`src/rtl/lcd_mode_ctrl_pkg.sv`:
```
// Shared timing constants, mode encoding and mode decode helper for the
// LCD mode controller.
package lcd_mode_ctrl_pkg;

  localparam int unsigned DOTS_PER_LINE   = 456;
  localparam int unsigned LINES_PER_FRAME = 154;
  localparam int unsigned VISIBLE_LINES   = 144;
  localparam int unsigned OAM_DOTS        = 80;
  localparam int unsigned XFER_DOTS       = 172;

  // Derived counter boundaries, sized to the counter widths.
  localparam logic [8:0] X_LAST       = 9'(DOTS_PER_LINE - 1);
  localparam logic [7:0] V_LAST       = 8'(LINES_PER_FRAME - 1);
  localparam logic [7:0] V_VBLANK     = 8'(VISIBLE_LINES);
  localparam logic [8:0] X_OAM_END    = 9'(OAM_DOTS);
  localparam logic [8:0] X_XFER_END   = 9'(OAM_DOTS + XFER_DOTS);
  // Last OAM-search dot: VRAM is handed to the display one dot early so an
  // in-flight CPU access finishes before transfer starts.
  localparam logic [8:0] X_VRAM_GUARD = 9'(OAM_DOTS - 1);

  // STAT interrupt enable bit positions.
  localparam int unsigned STAT_IE_HBLANK = 0;
  localparam int unsigned STAT_IE_VBLANK = 1;
  localparam int unsigned STAT_IE_OAM    = 2;
  localparam int unsigned STAT_IE_LYC    = 3;

  typedef enum logic [1:0] {
    MODE_HBLANK = 2'd0,
    MODE_VBLANK = 2'd1,
    MODE_OAM    = 2'd2,
    MODE_XFER   = 2'd3
  } lcd_mode_t;

  // Mode implied by a dot/line position.
  function automatic lcd_mode_t decode_mode(input logic [8:0] x, input logic [7:0] v);
    lcd_mode_t m;
    if (v >= V_VBLANK) begin
      m = MODE_VBLANK;
    end else if (x < X_OAM_END) begin
      m = MODE_OAM;
    end else if (x < X_XFER_END) begin
      m = MODE_XFER;
    end else begin
      m = MODE_HBLANK;
    end
    return m;
  endfunction

endpackage

```
`src/rtl/lcd_mode_ctrl_stat_irq.sv`:
```
// STAT interrupt generator: ORs the enabled mode/LYC sources into the STAT
// line, registers it, and pulses lcdc_int_o only on its rising edge so a line
// held high across a mode change does not retrigger.
module lcd_stat_irq
  import lcd_mode_ctrl_pkg::*;
(
  input  logic      clk,
  input  logic      rst,
  input  logic      enable_i,
  input  lcd_mode_t mode_i,
  input  logic      lyc_match_i,
  input  logic [3:0] stat_ie_i,
  output logic      lcdc_int_o
);

  logic stat_line_d;
  logic stat_line_q;
  logic lcdc_int_q;

  // Combine enabled interrupt sources; the line is forced low while disabled.
  always_comb begin
    stat_line_d = 1'b0;
    if (enable_i) begin
      stat_line_d = (stat_ie_i[STAT_IE_HBLANK] && (mode_i == MODE_HBLANK)) ||
                    (stat_ie_i[STAT_IE_VBLANK] && (mode_i == MODE_VBLANK)) ||
                    (stat_ie_i[STAT_IE_OAM]    && (mode_i == MODE_OAM))    ||
                    (stat_ie_i[STAT_IE_LYC]    && lyc_match_i);
    end else begin
      stat_line_d = 1'b0;
    end
  end

  // Register the STAT line and emit a one-cycle pulse on its 0->1 edge.
  always_ff @(posedge clk) begin
    if (!rst) begin
      stat_line_q <= 1'b0;
      lcdc_int_q  <= 1'b0;
    end else begin
      stat_line_q <= stat_line_d;
      lcdc_int_q  <= stat_line_d & ~stat_line_q;
    end
  end

  assign lcdc_int_o = lcdc_int_q;

endmodule

```
`src/rtl/lcd_mode_ctrl.sv`:
```
// LCD mode controller: dot/line counters, registered mode decode, LY/LYC
// compare, VBLANK pulse, STAT interrupt, and CPU/display arbitration of
// VRAM and OAM.
module lcd_mode_ctrl
  import lcd_mode_ctrl_pkg::*;
(
  input  logic       clk,
  input  logic       rst,
  input  logic       lcd_en,
  input  logic [7:0] lyc,
  input  logic [3:0] stat_ie,
  input  logic       cpu_vram_req,
  input  logic       cpu_oam_req,
  input  logic       disp_vram_req,
  input  logic       disp_oam_req,
  output logic       cpu_vram_gnt,
  output logic       cpu_oam_gnt,
  output logic       oe_vram,
  output logic       oe_oam,
  output logic [1:0] mode,
  output logic [7:0] lcd_v,
  output logic [8:0] lcd_x,
  output logic       lyc_match,
  output logic       vblank_int,
  output logic       lcdc_int
);

  // en_q marks that the counters are running; it distinguishes the first
  // enabled cycle (counters restart at 0) from normal counting.
  logic       en_d,         en_q;
  logic [8:0] x_d,          x_q;
  logic [7:0] v_d,          v_q;
  lcd_mode_t  mode_d,       mode_q;
  logic       lyc_match_d,  lyc_match_q;
  logic       vblank_int_d, vblank_int_q;
  // Low only in the cycle(s) following a reset edge; keeps CPU grants at 0
  // there, since grants are otherwise combinational from the requests.
  logic       out_ok_q;

  logic       lock_oam_s;
  logic       lock_vram_s;
  logic       stat_en_s;

  // Next counter values and the mode/compare/VBLANK state derived from them.
  always_comb begin
    en_d         = 1'b0;
    x_d          = 9'd0;
    v_d          = 8'd0;
    mode_d       = MODE_HBLANK;
    lyc_match_d  = 1'b0;
    vblank_int_d = 1'b0;
    if (lcd_en) begin
      en_d = 1'b1;
      if (!en_q) begin
        x_d = 9'd0;
        v_d = 8'd0;
      end else if (x_q == X_LAST) begin
        x_d = 9'd0;
        if (v_q == V_LAST) begin
          v_d = 8'd0;
        end else begin
          v_d = v_q + 8'd1;
        end
      end else begin
        x_d = x_q + 9'd1;
        v_d = v_q;
      end
      mode_d       = decode_mode(x_d, v_d);
      lyc_match_d  = (v_d == lyc);
      vblank_int_d = (x_d == 9'd0) && (v_d == V_VBLANK);
    end else begin
      en_d = 1'b0;
    end
  end

  // Counter, mode and status registers; reset has priority over enable.
  always_ff @(posedge clk) begin
    if (!rst) begin
      en_q         <= 1'b0;
      x_q          <= 9'd0;
      v_q          <= 8'd0;
      mode_q       <= MODE_HBLANK;
      lyc_match_q  <= 1'b0;
      vblank_int_q <= 1'b0;
      out_ok_q     <= 1'b0;
    end else begin
      en_q         <= en_d;
      x_q          <= x_d;
      v_q          <= v_d;
      mode_q       <= mode_d;
      lyc_match_q  <= lyc_match_d;
      vblank_int_q <= vblank_int_d;
      out_ok_q     <= 1'b1;
    end
  end

  // Display lock windows from the registered mode and dot position.
  always_comb begin
    lock_oam_s  = 1'b0;
    lock_vram_s = 1'b0;
    case (mode_q)
      MODE_OAM: begin
        lock_oam_s  = 1'b1;
        lock_vram_s = (x_q == X_VRAM_GUARD);
      end
      MODE_XFER: begin
        lock_oam_s  = 1'b1;
        lock_vram_s = 1'b1;
      end
      MODE_HBLANK, MODE_VBLANK: begin
        lock_oam_s  = 1'b0;
        lock_vram_s = 1'b0;
      end
      default: begin
        lock_oam_s  = 1'b0;
        lock_vram_s = 1'b0;
      end
    endcase
  end

  // The STAT line is only live while counting and still enabled, so neither
  // the enabling nor the disabling edge can produce a spurious pulse.
  assign stat_en_s = en_q & lcd_en;

  lcd_stat_irq u_stat_irq (
    .clk         (clk),
    .rst         (rst),
    .enable_i    (stat_en_s),
    .mode_i      (mode_q),
    .lyc_match_i (lyc_match_q),
    .stat_ie_i   (stat_ie),
    .lcdc_int_o  (lcdc_int)
  );

  assign cpu_oam_gnt  = cpu_oam_req  & ~lock_oam_s  & out_ok_q;
  assign cpu_vram_gnt = cpu_vram_req & ~lock_vram_s & out_ok_q;
  assign oe_oam       = disp_oam_req  & lock_oam_s;
  assign oe_vram      = disp_vram_req & lock_vram_s;

  assign mode       = mode_q;
  assign lcd_v      = v_q;
  assign lcd_x      = x_q;
  assign lyc_match  = lyc_match_q;
  assign vblank_int = vblank_int_q;

endmodule

```
`config.mk`:
```
export PLATFORM = sky130hd
export DESIGN_NAME = lcd_mode_ctrl
export DESIGN_NICKNAME = d
export VERILOG_FILES = /design/src/rtl/lcd_mode_ctrl_pkg.sv /design/src/rtl/lcd_mode_ctrl_stat_irq.sv /design/src/rtl/lcd_mode_ctrl.sv
export SDC_FILE = /design/constraint.sdc
export NUM_CORES = 1
export LEC_CHECK = 0
export CAP_MARGIN = 30
export CORE_MARGIN = 8
export CORE_UTILIZATION = 44
export CTS_BUF_LIST = sky130_fd_sc_hd__clkbuf_4 sky130_fd_sc_hd__clkbuf_8
export DETAILED_ROUTE_END_ITERATION = 8
export PLACE_DENSITY = 0.75
export SKIP_LAST_GASP = 1
export SYNTH_ARGS = -nofsm -noshare
export SYNTH_HDL_FRONTEND = slang
export SYNTH_SLANG_ARGS = --single-unit
```
`constraint.sdc`:
```
create_clock -name clk -period 3 [get_ports clk]
set_clock_uncertainty 0.1 [all_clocks]
set_input_delay 0.45 -clock clk [delete_from_list [all_inputs] [get_ports clk]]
set_output_delay 0.45 -clock clk [all_outputs]
set_load 0.1 [all_outputs]
```
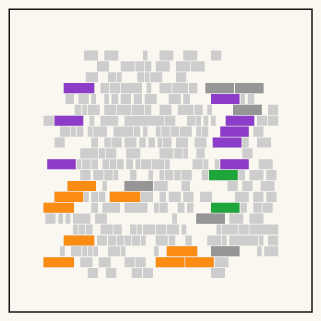
run_1/ff_map.png
(4 px per µm) Other sequential cells in the stronger gray, the rest of the logic in the fainter gray.
- lcd_v: purple (sequential cells 8)
- mode: green (sequential cells 2)
- lcd_x: orange (sequential cells 9)
- not colored: 6
FF/Latch Area: 508.0 µm²
post-route core utilization: 0.6075
power drawn by the sequential cells: 0.340 mW
flip-flop and latch share of the layout cell area: 0.2486

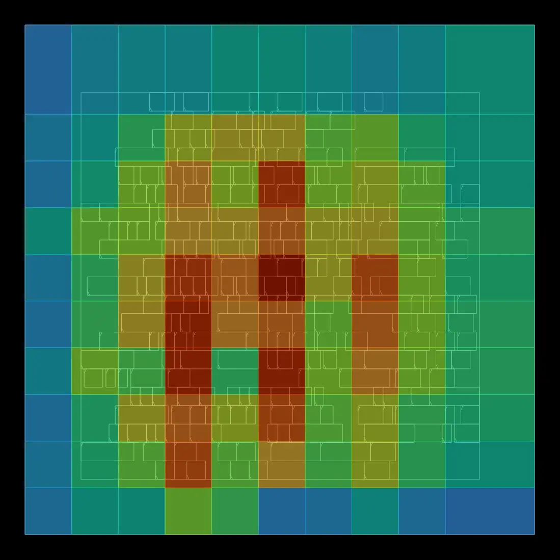
run_1/congestion_map.png
met3 track demand over resource in global routing: 0.03595
met2 Use GR: 0.2263

==> notes.md, run 1 <==
run metrics: Internal Dissipation 0.4236 mW, WL/cell 15.01 µm, count of cell types in the netlist 51, depth of the most critical reg-to-reg path 8, P_comb 0.0842 mW, final period demand of the worst path 2.802 ns, routed wire length on met3 353 µm, Setup CP Type flop to output port, count of clock tree sinks 25, total number of tap cells 46, clock network power 0.150 mW, post-synthesis cell count from yosys 193, count of hold-fix buffers inserted at cts 0, share of the clock period used by the worst path after layout 0.9340, FP Core Util 0.4598, Synth async-reset ratio 0, Worst Setup SP lcd_x[0], Stages on worst setup path 6, Critical path destination cpu_vram_gnt, Dominant Register Cell sky130_fd_sc_hd__dfxtp_1, number of nets in the finished design 260, sequential share of the synthesized area 0.3236, multi-input logic area 1002 µm², tally of filler cells in the layout between 300 and 400, Max-slew headroom 0.6686, die area between 5000 and 6000 µm², clock buffer count from CTS 3, most instantiated logic cells after routing 27 x sky130_fd_sc_hd__nor2_1, 27 x sky130_fd_sc_hd__buf_4, 19 x sky130_fd_sc_hd__dfxtp_1, P&R area growth vs syn 32.12%, proportion of netlist area held by the largest area contributor 0.3236, final sum of negative setup slack 0 ns, fraction of power consumed by the clock network 0.261, area fraction in compound gates after synthesis 0.1853, post-placement cell area 2008 µm², number of inverters outside the clock class in the layout 6, run status complete, no violations, terminating pin of the worst hold path u_stat_irq.lcdc_int_o, biggest area contributors in the synthesized netlist sky130_fd_sc_hd__dfxtp_1 32%, sky130_fd_sc_hd__nor2_1 6.8%, sky130_fd_sc_hd__xnor2_1 5.1%
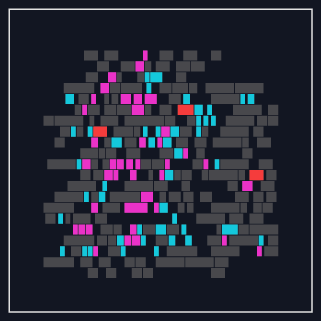
run_1/gates.png
(4 px per µm)
- mux cells: red (cells 3; most used mux2i_1)
- nor cells: cyan (cells 45; most used nor2_1)
- nand cells: magenta (cells 40; most used nand2_1)
non-filler cells, final: 283
fraction of area in multi-input gates: 0.4905

## Run 2: what changed since run 1
--- a/config.mk
+++ b/config.mk
@@ -6,6 +6,7 @@
 export NUM_CORES = 1
 export LEC_CHECK = 0
 export CAP_MARGIN = 30
+export CORE_ASPECT_RATIO = 2
 export CORE_MARGIN = 8
 export CORE_UTILIZATION = 44
 export CTS_BUF_LIST = sky130_fd_sc_hd__clkbuf_4 sky130_fd_sc_hd__clkbuf_8
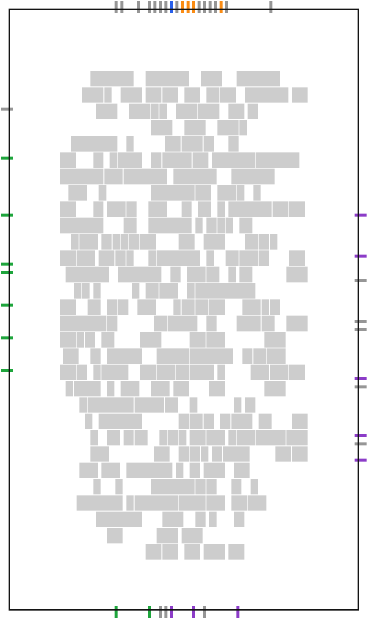
run_2/pinout.png
(6 px per µm) Pins as bars across the die edge, other pins in gray.
- cpu_oam_gnt: blue (pins 1; direction output; edge top)
- lcd_v: purple (pins 8; direction output; edge 5 right, 3 bottom)
- stat_ie: orange (pins 4; direction input; edge top)
- lcd_x: green (pins 9; direction output; edge 7 left, 2 bottom)

==> run 2 against run 1 <==
Area after synthesis did not move. Maximum frequency rose by 0.18%. Cell area rose by 1.2%. Clock power rose by 38%. Register-to-register slack improved by 0.06 ns. Sequential power barely moved. Die area rose by 2.0%. Worst setup slack improved by 0.0049 ns. Count of clock-buffer cells in the layout did not move. Via count rose by 3.7%. Largest power group unchanged.
==> notes.md, run 2 <==
run metrics: total number of tap cells 32, clock tree from TritonCTS done, post-route core utilization 0.6119, count of hold-fix buffers inserted at cts 0, post-placement cell area 2013 µm², Setup CP Type flop to output port, fraction of area in multi-input gates 0.4849, depth of the most critical reg-to-reg path 8, run status complete, no violations, Worst Setup SP lcd_x[0], share of the clock period used by the worst path after layout 0.9324, Stages on worst setup path 6, clock tree cell share of total cell area 0.02361, FP Core Util 0.4578, total iterations of the first detailed-routing run 5, P&R area growth vs syn 33.66%, netlist area before placement about 1500 µm², power drawn by the sequential cells 0.340 mW, most instantiated logic cells after routing 30 x sky130_fd_sc_hd__buf_4, 27 x sky130_fd_sc_hd__nor2_1, 19 x sky130_fd_sc_hd__dfxtp_1, flip-flop and latch share of the layout cell area 0.2458, met2 Use GR 0.3374, count of cell types in the netlist 51, fraction of power consumed by the clock network 0.328, highest routing layer actually used met4, P_comb 0.0848 mW, proportion of netlist area held by the largest area contributor 0.3236, number of nets in the finished design 263, routed wire length on met3 between 150 and 200 µm, non-filler cells, final around 270, count of clock tree sinks 25, Synth async-reset ratio 0, die area 5783 µm², Max-slew headroom 0.6643, final sum of negative setup slack 0 ns, clock network power between 0.2 and 0.25 mW, final number of setup-violating endpoints 0, H-tree depth reported by CTS 1, sequential share of the synthesized area 0.3236, tally of filler cells in the layout 312, terminating pin of the worst hold path u_stat_irq.lcdc_int_o, Internal Dissipation between 0.4 and 0.5 mW, Fmax around 0.36 GHz, FF/Latch Area 508.0 µm², post-synthesis cell count from yosys 193, Dominant Register Cell sky130_fd_sc_hd__dfxtp_1, WL/cell 18.11 µm, final setup slack of the worst path between 0.2 and 0.25 ns, final period demand of the worst path 2.797 ns, area fraction in compound gates after synthesis 0.1853
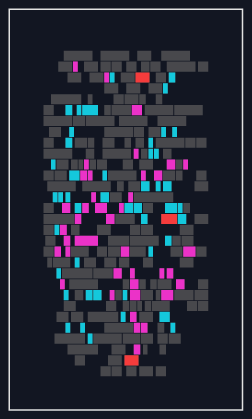
run_2/gates.png
(4 px per µm)
- mux cells: red (cells 3; most used mux2i_1)
- nor cells: cyan (cells 45; most used nor2_1)
- nand cells: magenta (cells 40; most used nand2_1; where middle)

Power is estimated from default activity; no workload was simulated.
